`src/rtl/cpu_pkg.sv`:
```
// cpu_pkg: shared widths, tag constants and bundle types for the
// common-data-bus path between the functional units and the ROB.
package cpu_pkg;

  localparam int ROB_W  = 6;
  localparam int DATA_W = 32;

  typedef logic [ROB_W-1:0] rob_tag_t;

  localparam rob_tag_t INVALID_ROB = 6'd16;

  typedef struct packed {
    logic              valid;
    rob_tag_t          rob;
    logic [DATA_W-1:0] data;
  } cdb_pkt_t;

  function automatic int wrap_add(
    input int base,
    input int off,
    input int n
  );
    return (base + off) % n;
  endfunction

endpackage

```
`src/rtl/cdb_fifo.sv`:
```
// cdb_fifo: shallow per-producer result queue feeding the CDB arbiter.
// Pointers wrap naturally because DEPTH is a power of two.
module cdb_fifo #(
  parameter int DEPTH  = 2,
  parameter int ROB_W  = 6,
  parameter int DATA_W = 32,
  localparam int PW = $clog2(DEPTH),
  localparam int CW = PW + 1
) (
  input  logic              clock,
  input  logic              reset,
  input  logic              flush,
  input  logic              push,
  input  logic [ROB_W-1:0]  push_rob,
  input  logic [DATA_W-1:0] push_data,
  input  logic              pop,
  output logic [ROB_W-1:0]  head_rob,
  output logic [DATA_W-1:0] head_data,
  output logic [CW-1:0]     count,
  output logic              empty,
  output logic              full
);

  logic [ROB_W-1:0]  rob_mem  [DEPTH];
  logic [DATA_W-1:0] data_mem [DEPTH];
  logic [PW-1:0]     wr_ptr;
  logic [PW-1:0]     rd_ptr;
  logic [CW-1:0]     cnt;
  logic              do_push;
  logic              do_pop;

  assign full    = cnt == CW'(DEPTH);
  assign empty   = cnt == '0;
  assign do_push = push && !full && !flush;
  assign do_pop  = pop && !empty && !flush;

  assign count     = cnt;
  assign head_rob  = rob_mem[rd_ptr];
  assign head_data = data_mem[rd_ptr];

  always_ff @(posedge clock or posedge reset) begin
    if (reset) begin
      wr_ptr <= '0;
      rd_ptr <= '0;
      cnt    <= '0;
    end else if (flush) begin
      wr_ptr <= '0;
      rd_ptr <= '0;
      cnt    <= '0;
    end else begin
      if (do_push)
        wr_ptr <= wr_ptr + 1'b1;
      if (do_pop)
        rd_ptr <= rd_ptr + 1'b1;
      unique case ({do_push, do_pop})
        2'b10:   cnt <= cnt + 1'b1;
        2'b01:   cnt <= cnt - 1'b1;
        default: cnt <= cnt;
      endcase
    end
  end

  // Payload storage needs no reset: count gates every read.
  always_ff @(posedge clock) begin
    if (do_push) begin
      rob_mem[wr_ptr]  <= push_rob;
      data_mem[wr_ptr] <= push_data;
    end
  end

endmodule

```
`src/rtl/cdb_arbiter.sv`:
```
// cdb_arbiter: round-robin pick of up to two queued results per cycle,
// broadcast as registered packets on CDB ports 0 and 1.
module cdb_arbiter
  import cpu_pkg::*;
#(
  parameter int NUM_SRC = 4,
  parameter int DEPTH   = 2,
  parameter int ROB_W   = cpu_pkg::ROB_W,
  parameter int DATA_W  = cpu_pkg::DATA_W,
  parameter logic [ROB_W-1:0] INVALID_ROB = cpu_pkg::INVALID_ROB
) (
  input  logic                      clock,
  input  logic                      reset,
  input  logic                      flush,
  input  logic [NUM_SRC-1:0]        src_valid,
  input  logic [NUM_SRC*ROB_W-1:0]  src_rob,
  input  logic [NUM_SRC*DATA_W-1:0] src_data,
  output logic [NUM_SRC-1:0]        src_ready,
  output logic                      CDBiscast,
  output logic [ROB_W-1:0]          CDBrobNum,
  output logic [DATA_W-1:0]         CDBdata,
  output logic                      CDBiscast2,
  output logic [ROB_W-1:0]          CDBrobNum2,
  output logic [DATA_W-1:0]         CDBdata2
);

  localparam int IW = $clog2(NUM_SRC);
  localparam int CW = $clog2(DEPTH) + 1;

  logic [NUM_SRC-1:0] empty;
  logic [NUM_SRC-1:0] full;
  logic [NUM_SRC-1:0] push;
  logic [NUM_SRC-1:0] pop;
  logic [CW-1:0]      count     [NUM_SRC];
  logic [ROB_W-1:0]   head_rob  [NUM_SRC];
  logic [DATA_W-1:0]  head_data [NUM_SRC];

  logic [IW-1:0]      rr;
  logic [IW-1:0]      rr_nxt;
  logic [NUM_SRC-1:0] rot;
  logic [IW-1:0]      p0;
  logic [IW-1:0]      p1;
  logic               p0_v;
  logic               p1_v;
  logic [IW-1:0]      g0;
  logic [IW-1:0]      g1;

  for (genvar i = 0; i < NUM_SRC; i++) begin : g_q
    assign src_ready[i] = !reset &&
      (count[i] < CW'(DEPTH));
    assign push[i] = src_valid[i] && !full[i];

    cdb_fifo #(
      .DEPTH (DEPTH),
      .ROB_W (ROB_W),
      .DATA_W(DATA_W)
    ) u_fifo (
      .clock    (clock),
      .reset    (reset),
      .flush    (flush),
      .push     (push[i]),
      .push_rob (src_rob[i*ROB_W +: ROB_W]),
      .push_data(src_data[i*DATA_W +: DATA_W]),
      .pop      (pop[i]),
      .head_rob (head_rob[i]),
      .head_data(head_data[i]),
      .count    (count[i]),
      .empty    (empty[i]),
      .full     (full[i])
    );
  end

  // Rotate occupancy so that slot 0 is the current rr source.
  always_comb begin
    rot = '0;
    for (int j = 0; j < NUM_SRC; j++)
      rot[j] = !empty[IW'(wrap_add(int'(rr), j, NUM_SRC))];
  end

  always_comb begin
    p0_v = 1'b0;
    p1_v = 1'b0;
    p0   = '0;
    p1   = '0;
    for (int j = 0; j < NUM_SRC; j++) begin
      if (rot[j]) begin
        if (!p0_v) begin
          p0_v = 1'b1;
          p0   = IW'(j);
        end else if (!p1_v) begin
          p1_v = 1'b1;
          p1   = IW'(j);
        end
      end
    end
  end

  assign g0 = IW'(wrap_add(int'(p0), int'(rr), NUM_SRC));
  assign g1 = IW'(wrap_add(int'(p1), int'(rr), NUM_SRC));

  always_comb begin
    rr_nxt = rr;
    if (p1_v)
      rr_nxt = IW'(wrap_add(int'(g1), 1, NUM_SRC));
    else if (p0_v)
      rr_nxt = IW'(wrap_add(int'(g0), 1, NUM_SRC));
  end

  always_comb begin
    pop = '0;
    if (p0_v)
      pop[g0] = 1'b1;
    if (p1_v)
      pop[g1] = 1'b1;
  end

  always_ff @(posedge clock or posedge reset) begin
    if (reset) begin
      rr         <= '0;
      CDBiscast  <= 1'b0;
      CDBrobNum  <= INVALID_ROB;
      CDBdata    <= '0;
      CDBiscast2 <= 1'b0;
      CDBrobNum2 <= INVALID_ROB;
      CDBdata2   <= '0;
    end else if (flush) begin
      rr         <= '0;
      CDBiscast  <= 1'b0;
      CDBrobNum  <= INVALID_ROB;
      CDBdata    <= '0;
      CDBiscast2 <= 1'b0;
      CDBrobNum2 <= INVALID_ROB;
      CDBdata2   <= '0;
    end else begin
      rr         <= rr_nxt;
      CDBiscast  <= p0_v;
      CDBrobNum  <= p0_v ? head_rob[g0] : INVALID_ROB;
      CDBdata    <= p0_v ? head_data[g0] : '0;
      CDBiscast2 <= p1_v;
      CDBrobNum2 <= p1_v ? head_rob[g1] : INVALID_ROB;
      CDBdata2   <= p1_v ? head_data[g1] : '0;
    end
  end

endmodule

```
`config.mk`:
```
export PLATFORM = sky130hd
export DESIGN_NAME = cdb_arbiter
export DESIGN_NICKNAME = d
export VERILOG_FILES = /design/src/rtl/cpu_pkg.sv /design/src/rtl/cdb_fifo.sv /design/src/rtl/cdb_arbiter.sv
export SDC_FILE = /design/constraint.sdc
export NUM_CORES = 1
export LEC_CHECK = 0
export CAP_MARGIN = 0
export CORE_ASPECT_RATIO = 2
export CORE_UTILIZATION = 55
export CTS_CLUSTER_DIAMETER = 120
export CTS_CLUSTER_SIZE = 14
export DETAILED_ROUTE_END_ITERATION = 8
export PLACE_DENSITY = 0.83
export REMOVE_ABC_BUFFERS = 1
export SYNTH_ARGS = -nofsm -noshare
export SYNTH_HDL_FRONTEND = slang
export SYNTH_HIERARCHICAL = 1
export SYNTH_SLANG_ARGS = --single-unit
```
`constraint.sdc`:
```
create_clock -name clock -period 5.09 [get_ports clock]
set_input_delay 1.2725 -clock clock [delete_from_list [all_inputs] [get_ports clock]]
set_output_delay 1.2725 -clock clock [all_outputs]
set_load 0.02 [all_outputs]
```
The metal 4 layer:
Supply wires on this layer in gray.
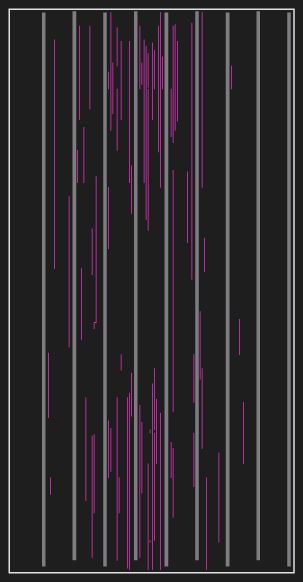
longest straight run = 114 µm
share of all routed wire = 6.6%
main direction = vertical
wire length on this layer = 2800 µm

M1 wires:
Supply wires on this layer in gray.
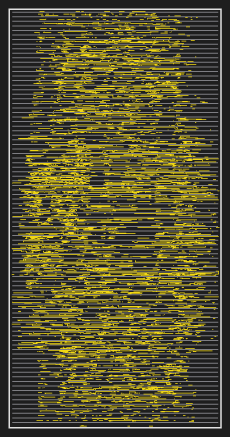
share of all routed wire = 34%
main direction = horizontal
longest straight run = 44.2 µm
nets with wire on the layer = 1263

==> run summary <==
weighted congestion at the end of routability-driven global placement -> 0.825
timing-limited maximum frequency -> 208 MHz
most frequent logic cell in the layout -> sky130_fd_sc_hd__edfxtp_1
Fin Clk Skew -> 17.1 ps
FP Rows -> 90
post-detailed-placement half-perimeter wirelength -> 26500 µm
fraction of area in multi-input gates -> 24.1%
worst endpoint data arrival time -> 5150 ps
NumNets Final -> 1384
status -> complete, but fails checks
top-level I/O count -> 241
Detailed Route WL -> 42600 µm
clock-cell share of area -> 4.95%
net switching power of the design -> 5.28 mW
register share after synthesis -> 68.8%
register area -> 0.0115 mm²
post-route fraction of the period consumed by the critical path -> 94.5%
met2 usage in global routing -> 49.4%
Synth Area per Inst -> 17.3 µm²
Hold Startpoint -> g_q[1].u_fifo/rd_ptr
Die X-Extent -> 125 µm
cells after synthesis -> 968
Final Hold Violating Endpoints -> 0
antenna violations before repair -> 12
DP Worst Slack -> 369 ps
number of buffers on the longest clock path -> 3
number of stages on the worst setup path -> 15
final routed DRC violation total -> 16
arithmetic-cell share of the synthesized area counting full adders, half adders and majority gates -> 0.448%
clock latency on the worst-skew pair -> 520 ps
number of cells on the worst reg-to-reg path -> 15
ranking of synthesized cells by instance count -> 304 x sky130_fd_sc_hd__edfxtp_1, 155 x sky130_fd_sc_hd__mux2_2, 94 x sky130_fd_sc_hd__dfrtp_1
clk slew on worst S/H paths -> 70 ps
failing checks -> design-rule violations
Cells after DPL -> 1551
worst reg2reg path endpoint -> CDBdata2[1]
ant diodes -> 12
uppermost layer routed -> met4
pin count of the biggest net entering global routing -> 41
Hold Worst Slack -> 548 ps
met3 routing resource usage after global routing -> 3.87%
aoi share -> 3.20%
tally of OpenROAD warnings -> 28
root buffer cell -> sky130_fd_sc_hd__clkbuf_16
chip height -> 249 µm
cell area after layout -> 0.0207 mm²
all-layer global routing usage -> 27.8%
post-synthesis share of cell area spent on and, or, nand and nor gates -> 4.34%
most instantiated library cell after synthesis -> sky130_fd_sc_hd__edfxtp_1
Layout detail:
Bar = 10 µm. Region (48, 109) to (78, 139) µm. Cells in gray, sequential cells in the stronger gray; small squares are vias.
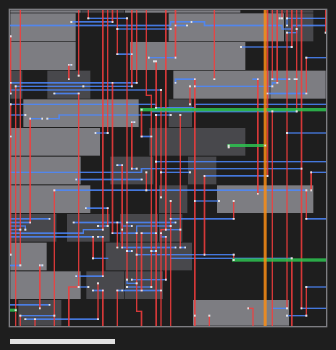
blue -> met1
red -> met2
green -> met3
orange -> met4
cells with their middle in the window = 26
most frequent = edfxtp_1 (9), mux2_2 (4)
netlist names of flops here include = `g_q.u_fifo/rob_mem` (8)
sequential cells in the window = 12

power groups by stage:
stage          registers (mW)  clock network [mW]  logic, mW
6_report                 4.31                2.46       7.47
5_1_grt                  4.35                2.60       7.89
4_1_cts                  4.31                2.48       7.45
3_5_place_dp             4.37                   0       7.39
3_3_place_gp             4.35                   0       7.17
2_1_floorplan            4.50                   0       4.39
state kept, by name, indices dropped and copies added, names as in the netlist, 2 cells and up:
register,flops
g_q.u_fifo/rob_mem,48
CDBdata,32
CDBrobNum,6
CDBrobNum2,6
g_q.u_fifo/count,8
g_q.u_fifo/wr_ptr,4
CDBdata2,32
rr,2
g_q.u_fifo/rd_ptr,4
g_q.u_fifo/data_mem,256
repair_timing:
action                                  4_1_cts  5_1_grt
gates resized                                 0        1
hold buffers                                  0        0
endpoints found under the setup margin        0        1
Power is estimated from default activity; no workload was simulated.
